File: src/rtl/phase_neuron_array.sv
// N_CH leaky integrate-and-fire neurons that code input strength as firing phase within a gamma cycle.
// Define PHASE_NEURON_ARRAY_WINNER_EN to add the first-firing channel outputs (winner_valid, winner_idx).
module phase_neuron_array #(
    parameter int N_CH      = 4,
    parameter int DATA_W    = 8,
    parameter int PHASE_W   = 8,
    parameter int CNT_W     = 4,
    parameter int THRESHOLD = 64,
    parameter int LEAK      = 8,
    parameter int REFRAC    = 4
) (
    input  logic                      clk,
    input  logic                      rst_n,
    input  logic [PHASE_W-1:0]        global_phase,
    input  logic                      cycle_start,
    input  logic                      mode,
    input  logic [N_CH-1:0]           ch_en,
    input  logic [N_CH*DATA_W-1:0]    input_current,
    output logic [N_CH-1:0]           spike_out,
    output logic [N_CH*PHASE_W-1:0]   phase_lock,
    output logic [N_CH-1:0]           fired_this_cycle,
    output logic [N_CH*CNT_W-1:0]     spike_count,
    output logic                      report_valid,
    output logic [N_CH*PHASE_W-1:0]   report_phase,
    output logic [N_CH-1:0]           report_fired
`ifdef PHASE_NEURON_ARRAY_WINNER_EN
    ,
    output logic                      winner_valid,
    output logic [((N_CH > 1) ? $clog2(N_CH) : 1)-1:0] winner_idx
`endif
);
    localparam int RC_W = (REFRAC < 2) ? 1 : $clog2(REFRAC + 1);

    typedef enum logic [1:0] {S_INTEG, S_REFRAC, S_DONE} state_t;

    state_t            st    [N_CH];
    logic [DATA_W-1:0] v_mem [N_CH];
    logic [RC_W-1:0]   rc    [N_CH];
    logic [DATA_W-1:0] b_p0  [N_CH];
    logic [N_CH-1:0]   fire_p0;

    function automatic logic [DATA_W-1:0] sat_add(input logic [DATA_W-1:0] a,
                                                  input logic [DATA_W-1:0] b);
        logic [DATA_W:0] sum;
        sum = {1'b0, a} + {1'b0, b};
        return sum[DATA_W] ? {DATA_W{1'b1}} : sum[DATA_W-1:0];
    endfunction

    function automatic logic [DATA_W-1:0] leak_sub(input logic [DATA_W-1:0] s);
        return (s > DATA_W'(LEAK)) ? s - DATA_W'(LEAK) : '0;
    endfunction

    function automatic logic [CNT_W-1:0] cnt_inc(input logic [CNT_W-1:0] c);
        return (c == {CNT_W{1'b1}}) ? c : c + 1'b1;
    endfunction

    // stage p0: leaky integration and threshold decision, cycle_start suppresses any fire
    always_comb begin
        for (int i = 0; i < N_CH; i++) begin
            b_p0[i]    = leak_sub(sat_add(v_mem[i], input_current[i*DATA_W +: DATA_W]));
            fire_p0[i] = !cycle_start && ch_en[i] && (st[i] == S_INTEG) &&
                         (b_p0[i] >= DATA_W'(THRESHOLD));
        end
    end

`ifdef PHASE_NEURON_ARRAY_WINNER_EN
    localparam int WIN_W = (N_CH > 1) ? $clog2(N_CH) : 1;
    logic [WIN_W-1:0] win_p0;

    always_comb begin
        win_p0 = '0;
        for (int i = N_CH - 1; i >= 0; i--) begin
            if (fire_p0[i]) win_p0 = WIN_W'(i);
        end
    end
`endif

    // stage p1: registered channel state, spikes and the end-of-cycle report
    always_ff @(posedge clk or negedge rst_n) begin
        if (!rst_n) begin
            for (int i = 0; i < N_CH; i++) begin
                st[i]    <= S_INTEG;
                v_mem[i] <= '0;
                rc[i]    <= '0;
            end
            spike_out        <= '0;
            phase_lock       <= '1;
            fired_this_cycle <= '0;
            spike_count      <= '0;
            report_valid     <= 1'b0;
            report_phase     <= '1;
            report_fired     <= '0;
`ifdef PHASE_NEURON_ARRAY_WINNER_EN
            winner_valid     <= 1'b0;
            winner_idx       <= '0;
`endif
        end else if (cycle_start) begin
            report_phase     <= phase_lock;
            report_fired     <= fired_this_cycle;
            report_valid     <= 1'b1;
            for (int i = 0; i < N_CH; i++) begin
                st[i]    <= S_INTEG;
                v_mem[i] <= '0;
                rc[i]    <= '0;
            end
            spike_out        <= '0;
            phase_lock       <= '1;
            fired_this_cycle <= '0;
            spike_count      <= '0;
`ifdef PHASE_NEURON_ARRAY_WINNER_EN
            winner_valid     <= 1'b0;
            winner_idx       <= '0;
`endif
        end else begin
            report_valid <= 1'b0;
            for (int i = 0; i < N_CH; i++) begin
                spike_out[i] <= fire_p0[i];
                if (!ch_en[i]) begin
                    st[i]    <= S_INTEG;
                    v_mem[i] <= '0;
                    rc[i]    <= '0;
                end else begin
                    case (st[i])
                        S_INTEG: begin
                            if (fire_p0[i]) begin
                                v_mem[i] <= '0;
                                spike_count[i*CNT_W +: CNT_W] <= cnt_inc(spike_count[i*CNT_W +: CNT_W]);
                                if (!fired_this_cycle[i]) begin
                                    phase_lock[i*PHASE_W +: PHASE_W] <= global_phase;
                                    fired_this_cycle[i]              <= 1'b1;
                                end
                                if (!mode) begin
                                    st[i] <= S_DONE;
                                end else if (REFRAC > 0) begin
                                    st[i] <= S_REFRAC;
                                    rc[i] <= RC_W'(REFRAC);
                                end
                            end else begin
                                v_mem[i] <= b_p0[i];
                            end
                        end
                        S_REFRAC: begin
                            v_mem[i] <= '0;
                            rc[i]    <= rc[i] - 1'b1;
                            if (rc[i] == RC_W'(1)) st[i] <= S_INTEG;
                        end
                        S_DONE: ;
                        default: st[i] <= S_INTEG;
                    endcase
                end
            end
`ifdef PHASE_NEURON_ARRAY_WINNER_EN
            if (!winner_valid && (|fire_p0)) begin
                winner_valid <= 1'b1;
                winner_idx   <= win_p0;
            end
`endif
        end
    end

endmodule

File: config.mk
export PLATFORM = sky130hd
export DESIGN_NAME = phase_neuron_array
export DESIGN_NICKNAME = d
export VERILOG_FILES = /design/src/rtl/phase_neuron_array.sv
export SDC_FILE = /design/constraint.sdc
export NUM_CORES = 1
export LEC_CHECK = 0
export CAP_MARGIN = 20
export CELL_PAD_IN_SITES_DETAIL_PLACEMENT = 1
export CELL_PAD_IN_SITES_GLOBAL_PLACEMENT = 1
export CORE_MARGIN = 2
export CORE_UTILIZATION = 40
export CTS_CLUSTER_DIAMETER = 150
export CTS_CLUSTER_SIZE = 12
export DETAILED_ROUTE_END_ITERATION = 8
export PLACE_DENSITY = 0.82
export SYNTH_ARGS = -nofsm -noshare
export SYNTH_HDL_FRONTEND = slang
export SYNTH_SLANG_ARGS = --single-unit
File: constraint.sdc
create_clock -name clk -period 4.65 [get_ports clk]
set_input_delay 0.93 -clock clk [delete_from_list [all_inputs] [get_ports clk]]
set_output_delay 0.93 -clock clk [all_outputs]
set_load 0.02 [all_outputs]
### Logic cells by family, run 1

Scale: 2 px per µm.
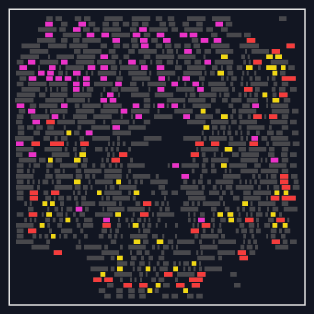
magenta -> mux cells  # cells 75
yellow -> non-inverting ao/oa cells  # cells 51, where widely spread
red -> fa/ha/maj cells  # cells 49, where widely spread

### Wiring by layer, run 1

Scale: 2 px per µm.
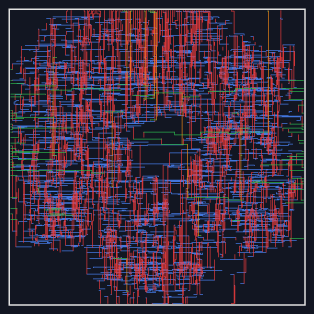
red -> metal 2  # wire length 11500 µm
blue -> metal 1  # wire length 9930 µm
orange -> metal 4  # wire length 481 µm
green -> metal 3  # wire length 752 µm

### Register map, names as in the netlist, run 1

Scale: 2 px per µm. Other sequential cells in the stronger grey, the rest of the logic in the fainter grey.
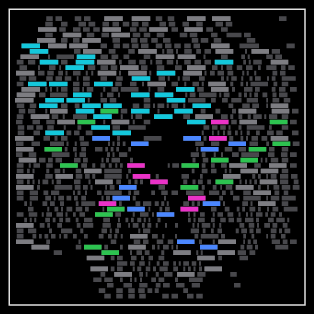
blue -> rc  # flops 12
cyan -> phase_lock  # flops 32
green -> spike_count  # flops 16
magenta -> st  # flops 8, where centre
total sequential power: 0.00140 W
final cell utilization of the core: 51.7%
combined flip-flop and latch cell area: 3710 µm²
register share of the cell area: 35.6%

==> results.toml, run 1 <==
# physical design summary
[clock_network]
cts_hold_buf = 0
cts_max_path_buffers = 2
cts-buffers-inserted = 17
cts_tree = "yes"
root_buffer = "sky130_fd_sc_hd__clkbuf_16"
clk_transition_reported_paths_ps = 70
cts_max_level = 4
ctsResizeCount = 0

[grt]
largest_net_degree_at_the_start_of_global_routing = 102
grt.overflow.total = 0
groute.layer.met3.usage_pct = 4.32
met2_usage_pct = 36.7
antenna_violations_before_repair = 0

[power_and_ir_drop]
part_of_the_power_in_the_clock_network_pct = 41.0
pwr-share-seq_pct = 41.9
switching_share_pct = 29.9
maxPowerGroup = "sequential cells"
vdd_ir_drop_max_uv = 265
comb_power_share_pct = 17.1

[setup_path]
timing.rr.end = "spike_count[1]$_DFFE_PN0P_"
buf_inv_on_cp = 1
cpMostUsedCell = "sky130_fd_sc_hd__ha_1"
crit_path_start_kind = "primary input"
cp_max_fo = 8
crit_path_end = "spike_count[1]$_DFFE_PN0P_"
critical-path-top-delay-family = "AND-OR/OR-AND gates"
critical_path_arrival_ps = 4500
critical_path_cell_count = 15
setup.worst_path.class = "in -> reg"

[job]
stage_log_warnings = 32
drv_cap = 0

[logic_synthesis]
postSynthRegisterBits = 145
yosysUniqueCellTypes = 88
top_cell = "sky130_fd_sc_hd__nor2_1"
yosys-top-cells-area = "sky130_fd_sc_hd__dfrtp_1, sky130_fd_sc_hd__dfstp_2, sky130_fd_sc_hd__ha_1"
adder_share_pct = 7.85
synth.cellmix.compoundShare_pct = 16.7
multiplexer_share_of_the_synthesized_area_pct = 9.73
netlist_logic_family_top = "AND-OR/OR-AND gates"
yosysTopAreaCell = "sky130_fd_sc_hd__dfrtp_1"
postSynth.asyncResetShare_pct = 100
synth_area_um2 = 8200
synth_chip_area_um2 = 8200

[placed_design]
dpl_worst_slack_ps = 30.0
dp.final_hpwl_mm = 16.1
globalplace.congestion = 0.816

[finish]
mi_logic_area_um2 = 4210
final_nets = 1007
fraction_of_area_in_non_clock_buffers_pct = 14.2
clkCellAreaFrac_pct = 5.64
area_growth_syn_to_layout_pct = 27.2
largest_regs = "phase_lock x32, report_phase x32, v_mem x32"
drive_gt1_share_pct = 18.7
sequential_cell_total = 145
non_clock_buffer_count = 149
final_layout_top_logic_cells = "sky130_fd_sc_hd__clkdlybuf4s50_1, sky130_fd_sc_hd__nor2_1, sky130_fd_sc_hd__dfrtp_1"
layout_top_cell = "sky130_fd_sc_hd__clkdlybuf4s50_1"

[drt]
via_per_inst = 5.47
met2_wirelength_from_detailed_routing_mm = 11.5
detail_route.iter0.violations = 311
post_drt_wl_per_cell_um = 19.0
ant_nets = 0
num_vias = 6522
routedLengthMet1_mm = 9.93
route.detailed.drc = 0

[hold_path]
min_path_cells = 1
hold_path.startpoint = "st[4]$_DFFE_PN0P_"
hold_class = "reg -> reg"

[timing]
totalNegativeSetupSlack_ps = 0
unrepaired_setup_endpoints_after_global_routing = "false"
worst-slew-pin-transition_ps = 971
final_period_minus_worst_setup_slack_ps = 4170
worst_path_setup_slack_after_routing_ps = 476

[die]
dieWidth_um = 147
nWellTaps = 270
floorplanUtilization_pct = 40.6
pin_count = 141
die_height_um = 147

[outcome]
run_status = "complete, no violations"
--- run 2 (diff from run 1) ---
- SKIP_CTS_REPAIR_TIMING: not set -> 1
### Port wiring, run 2

Scale: 3 px per µm.
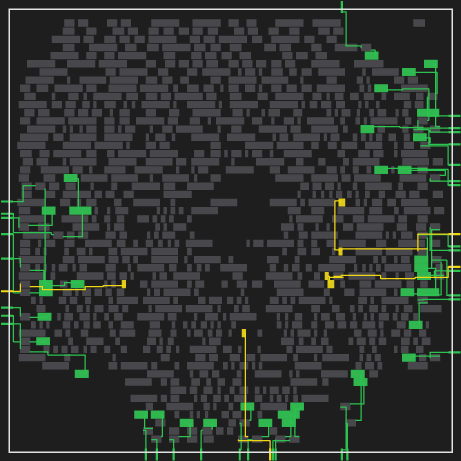
green -> input_current  # bits 32, direction input, edge 13 right, 10 bottom, 8 left, 1 top, end cells 36, buffers 32, wire 793 µm
yellow -> ch_en  # bits 4, direction input, edge 2 right, 1 left, 1 bottom, end cells 6, buffers 4, wire 209 µm

==> run 2 against run 1 <==
Against the previous run: power did not move; highest routed layer unchanged; via count unchanged; sequential power is essentially flat; sequential cell count stayed put; routed wire length unchanged; die size stayed put; combinational power about the same; clock-buffer cell count is the same; final area is the same; hold slack did not move; non-clock buffer count stayed put; global-route usage unchanged.
==> results.toml, run 2 <==
# physical design summary
[logic_synthesis]
yosysUniqueCellTypes = 88
synth_area_um2 = 8200
netlist_logic_family_top = "AND-OR/OR-AND gates"
yosysTopAreaCell = "sky130_fd_sc_hd__dfrtp_1"
adder_share_pct = 7.85
synth.cellmix.compoundShare_pct = 16.7
postSynth.asyncResetShare_pct = 100
synth_chip_area_um2 = 8200
multiplexer_share_of_the_synthesized_area_pct = 9.73
synth.avg_cell_area_um2 = 10.6
postSynthRegisterBits = 145
yosys-top-cells-area = "sky130_fd_sc_hd__dfrtp_1, sky130_fd_sc_hd__dfstp_2, sky130_fd_sc_hd__ha_1"

[grt]
global_route.peak_usage_layer = "met2"
antenna_violations_before_repair = 0
groute.layer.met3.usage_pct = 4.32
largest_net_degree_at_the_start_of_global_routing = 102
grt_usage_pct = 21.4
grt.overflow.total = 0
met2_usage_pct = 36.7

[clock_network]
clk_transition_reported_paths_ps = 70
cts_tree = "yes"
root_buffer = "sky130_fd_sc_hd__clkbuf_16"
cts_max_path_buffers = 2
cts-buffers-inserted = 17
numClockSinks = 145
cts_max_level = 4

[finish]
ff_latch_area_um2 = 3710
fraction_of_area_in_non_clock_buffers_pct = 14.2
drive_gt1_share_pct = 18.7
comb.multi_input.count = 571
seqAreaFraction_pct = 35.6
postLayoutCoreUtil_pct = 51.7
layout_top_cell = "sky130_fd_sc_hd__clkdlybuf4s50_1"
design_area_um2 = 10400
non_clock_buffer_count = 149
mi_logic_area_um2 = 4210
final_layout_top_logic_cells = "sky130_fd_sc_hd__clkdlybuf4s50_1, sky130_fd_sc_hd__nor2_1, sky130_fd_sc_hd__dfrtp_1"
area_growth_syn_to_layout_pct = 27.2
final_nets = 1007
clkCellAreaFrac_pct = 5.64
sequential_cell_total = 145

[die]
nWellTaps = 270
floorplanUtilization_pct = 40.6
pin_count = 141
dieWidth_um = 147
die_height_um = 147

[hold_path]
hold_class = "reg -> reg"
hold_path.startpoint = "st[4]$_DFFE_PN0P_"
min_path_cells = 1

[setup_path]
critical_path_arrival_ps = 4500
crit_path_start_kind = "primary input"
timing.rr.end = "spike_count[1]$_DFFE_PN0P_"
cp_max_fo = 8
cpMostUsedCell = "sky130_fd_sc_hd__ha_1"
crit_path_end = "spike_count[1]$_DFFE_PN0P_"
setup.worst_path.class = "in -> reg"
buf_inv_on_cp = 1
critical_path_cell_count = 15

[drt]
routedLengthMet1_mm = 9.93
post_drt_wl_per_cell_um = 19.0
ant_nets = 0
detail_route.iter0.violations = 311
highest_layer = "met4"
met2_wirelength_from_detailed_routing_mm = 11.5
num_vias = 6522
via_per_inst = 5.47
route.detailed.drc = 0

[timing]
setup_viol = 0
relSlewSlack_pct = 35.3
worst_path_setup_slack_after_routing_ps = 476
worst-slew-pin-transition_ps = 971
unrepaired_setup_endpoints_after_global_routing = "false"
totalNegativeSetupSlack_ps = 0
final_period_minus_worst_setup_slack_ps = 4170

[power_and_ir_drop]
maxPowerGroup = "sequential cells"
seq_cell_power_w = 0.00140
part_of_the_power_in_the_clock_network_pct = 41.0
vdd_ir_drop_max_uv = 265
switching_share_pct = 29.9
pwr-share-seq_pct = 41.9
comb_power_share_pct = 17.1

[placed_design]
portBuffers = 140
dpl_worst_slack_ps = 30.0
dp.final_hpwl_mm = 16.1
dpl.cell_count = 1161
globalplace.congestion = 0.816

[job]
stage_log_warnings = 32
drv_cap = 0

[outcome]
run_status = "complete, no violations"
### Register map, names as in the netlist, run 2

Scale: 2 px per µm. Other sequential cells in the stronger grey, the rest of the logic in the fainter grey.
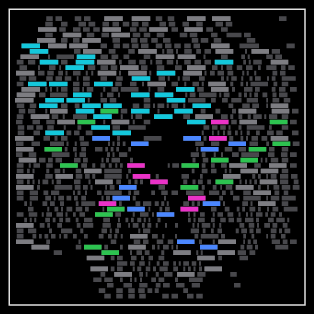
blue -> rc  # flops 12
cyan -> phase_lock  # flops 32
magenta -> st  # flops 8, where centre
green -> spike_count  # flops 16

--- run 3 (diff from run 2) ---
--- a/constraint.sdc
+++ b/constraint.sdc
@@ -3,2 +3,2 @@
 set_output_delay 0.93 -clock clk [all_outputs]
-set_load 0.02 [all_outputs]
+set_load 0.1 [all_outputs]
### Port wiring, run 3

Scale: 3 px per µm.
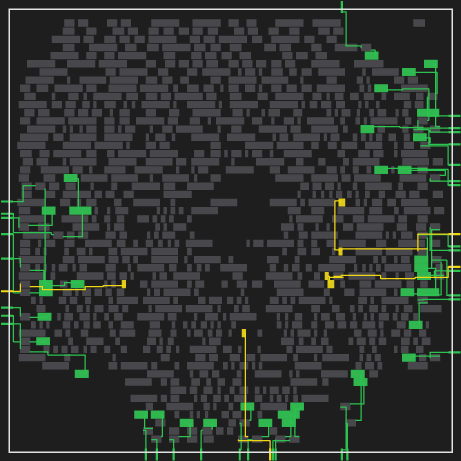
green -> input_current  # bits 32, direction input, edge 13 right, 10 bottom, 8 left, 1 top, end cells 36, buffers 32, wire 793 µm
yellow -> ch_en  # bits 4, direction input, edge 2 right, 1 left, 1 bottom, end cells 6, buffers 4, wire 209 µm
number of buffer cells added on primary ports: 140
count of boundary I/O pins: 141

==> run 3 against run 2 <==
Against the previous run: combinational power rose by 54%; sequential cell count stayed put; maximum frequency stayed put.
==> results.toml, run 3 <==
# physical design summary
[logic_synthesis]
synth_area_um2 = 8200
yosysTopAreaCell = "sky130_fd_sc_hd__dfrtp_1"
netlist_logic_family_top = "AND-OR/OR-AND gates"
top_cell = "sky130_fd_sc_hd__nor2_1"
yosys-top-cells-area = "sky130_fd_sc_hd__dfrtp_1, sky130_fd_sc_hd__dfstp_2, sky130_fd_sc_hd__ha_1"
synth.avg_cell_area_um2 = 10.6
synth_chip_area_um2 = 8200
yosysUniqueCellTypes = 88
postSynthRegisterBits = 145
multiplexer_share_of_the_synthesized_area_pct = 9.73

[grt]
antenna_violations_before_repair = 0
grt.overflow.total = 0
global_route.peak_usage_layer = "met2"
largest_net_degree_at_the_start_of_global_routing = 102
groute.layer.met3.usage_pct = 4.32
met2_usage_pct = 36.7

[clock_network]
root_buffer = "sky130_fd_sc_hd__clkbuf_16"
clk_transition_reported_paths_ps = 70
cts-buffers-inserted = 17
cts_max_level = 4
cts_tree = "yes"
cts_max_path_buffers = 2

[finish]
postLayoutCoreUtil_pct = 51.7
mi_logic_area_um2 = 4210
seqAreaFraction_pct = 35.6
ff_latch_area_um2 = 3710
fraction_of_area_in_non_clock_buffers_pct = 14.2
sequential_cell_total = 145
area_growth_syn_to_layout_pct = 27.2
largest_regs = "phase_lock x32, report_phase x32, v_mem x32"
clkCellAreaFrac_pct = 5.64
comb.multi_input.count = 571
non_clock_buffer_count = 149

[placed_design]
dpl_worst_slack_ps = 30.0
globalplace.congestion = 0.816
dp.final_hpwl_mm = 16.1
dpl.cell_count = 1161

[die]
dieWidth_um = 147
floorplanUtilization_pct = 40.6
die_height_um = 147

[timing]
relSlewSlack_pct = 29.5
setup_viol = 0
final_period_minus_worst_setup_slack_ps = 4170
totalNegativeSetupSlack_ps = 0
worst-slew-pin-transition_ps = 1050

[setup_path]
cp_max_fo = 8
critical-path-top-delay-family = "AND-OR/OR-AND gates"
crit_path_start_kind = "primary input"
r2r_setup_slack_ps = 1020
critical_path_arrival_ps = 4500
cpMostUsedCell = "sky130_fd_sc_hd__ha_1"
timing.rr.end = "spike_count[1]$_DFFE_PN0P_"
buf_inv_on_cp = 1
setup.worst_path.class = "in -> reg"

[power_and_ir_drop]
vdd_ir_drop_max_uv = 266
pwr-share-seq_pct = 38.3
comb_power_share_pct = 24.1
part_of_the_power_in_the_clock_network_pct = 37.5
maxPowerGroup = "sequential cells"
switching_share_pct = 35.9

[drt]
route.detailed.drc = 0
num_vias = 6522
post_drt_wl_per_cell_um = 19.0
highest_layer = "met4"
ant_nets = 0
met2_wirelength_from_detailed_routing_mm = 11.5
routedLengthMet1_mm = 9.93

[job]
drv_cap = 0

[hold_path]
min_path_cells = 1
hold_class = "reg -> reg"

[outcome]
run_status = "complete, no violations"
### Logic cells by family, run 3

Scale: 2 px per µm.
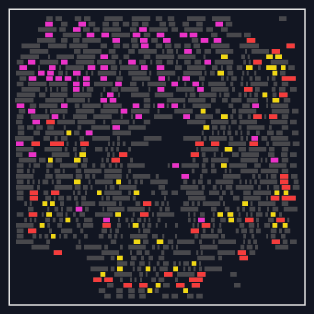
yellow -> non-inverting ao/oa cells  # cells 51, where widely spread
magenta -> mux cells  # cells 75
red -> fa/ha/maj cells  # cells 49, where widely spread
most instantiated logic cell after routing: sky130_fd_sc_hd__clkdlybuf4s50_1
multi-input gate share of the layout cell area: 40.4%
number of standard cells in the final layout excluding fillers: 1193

Power and IR drop assume default switching activity.
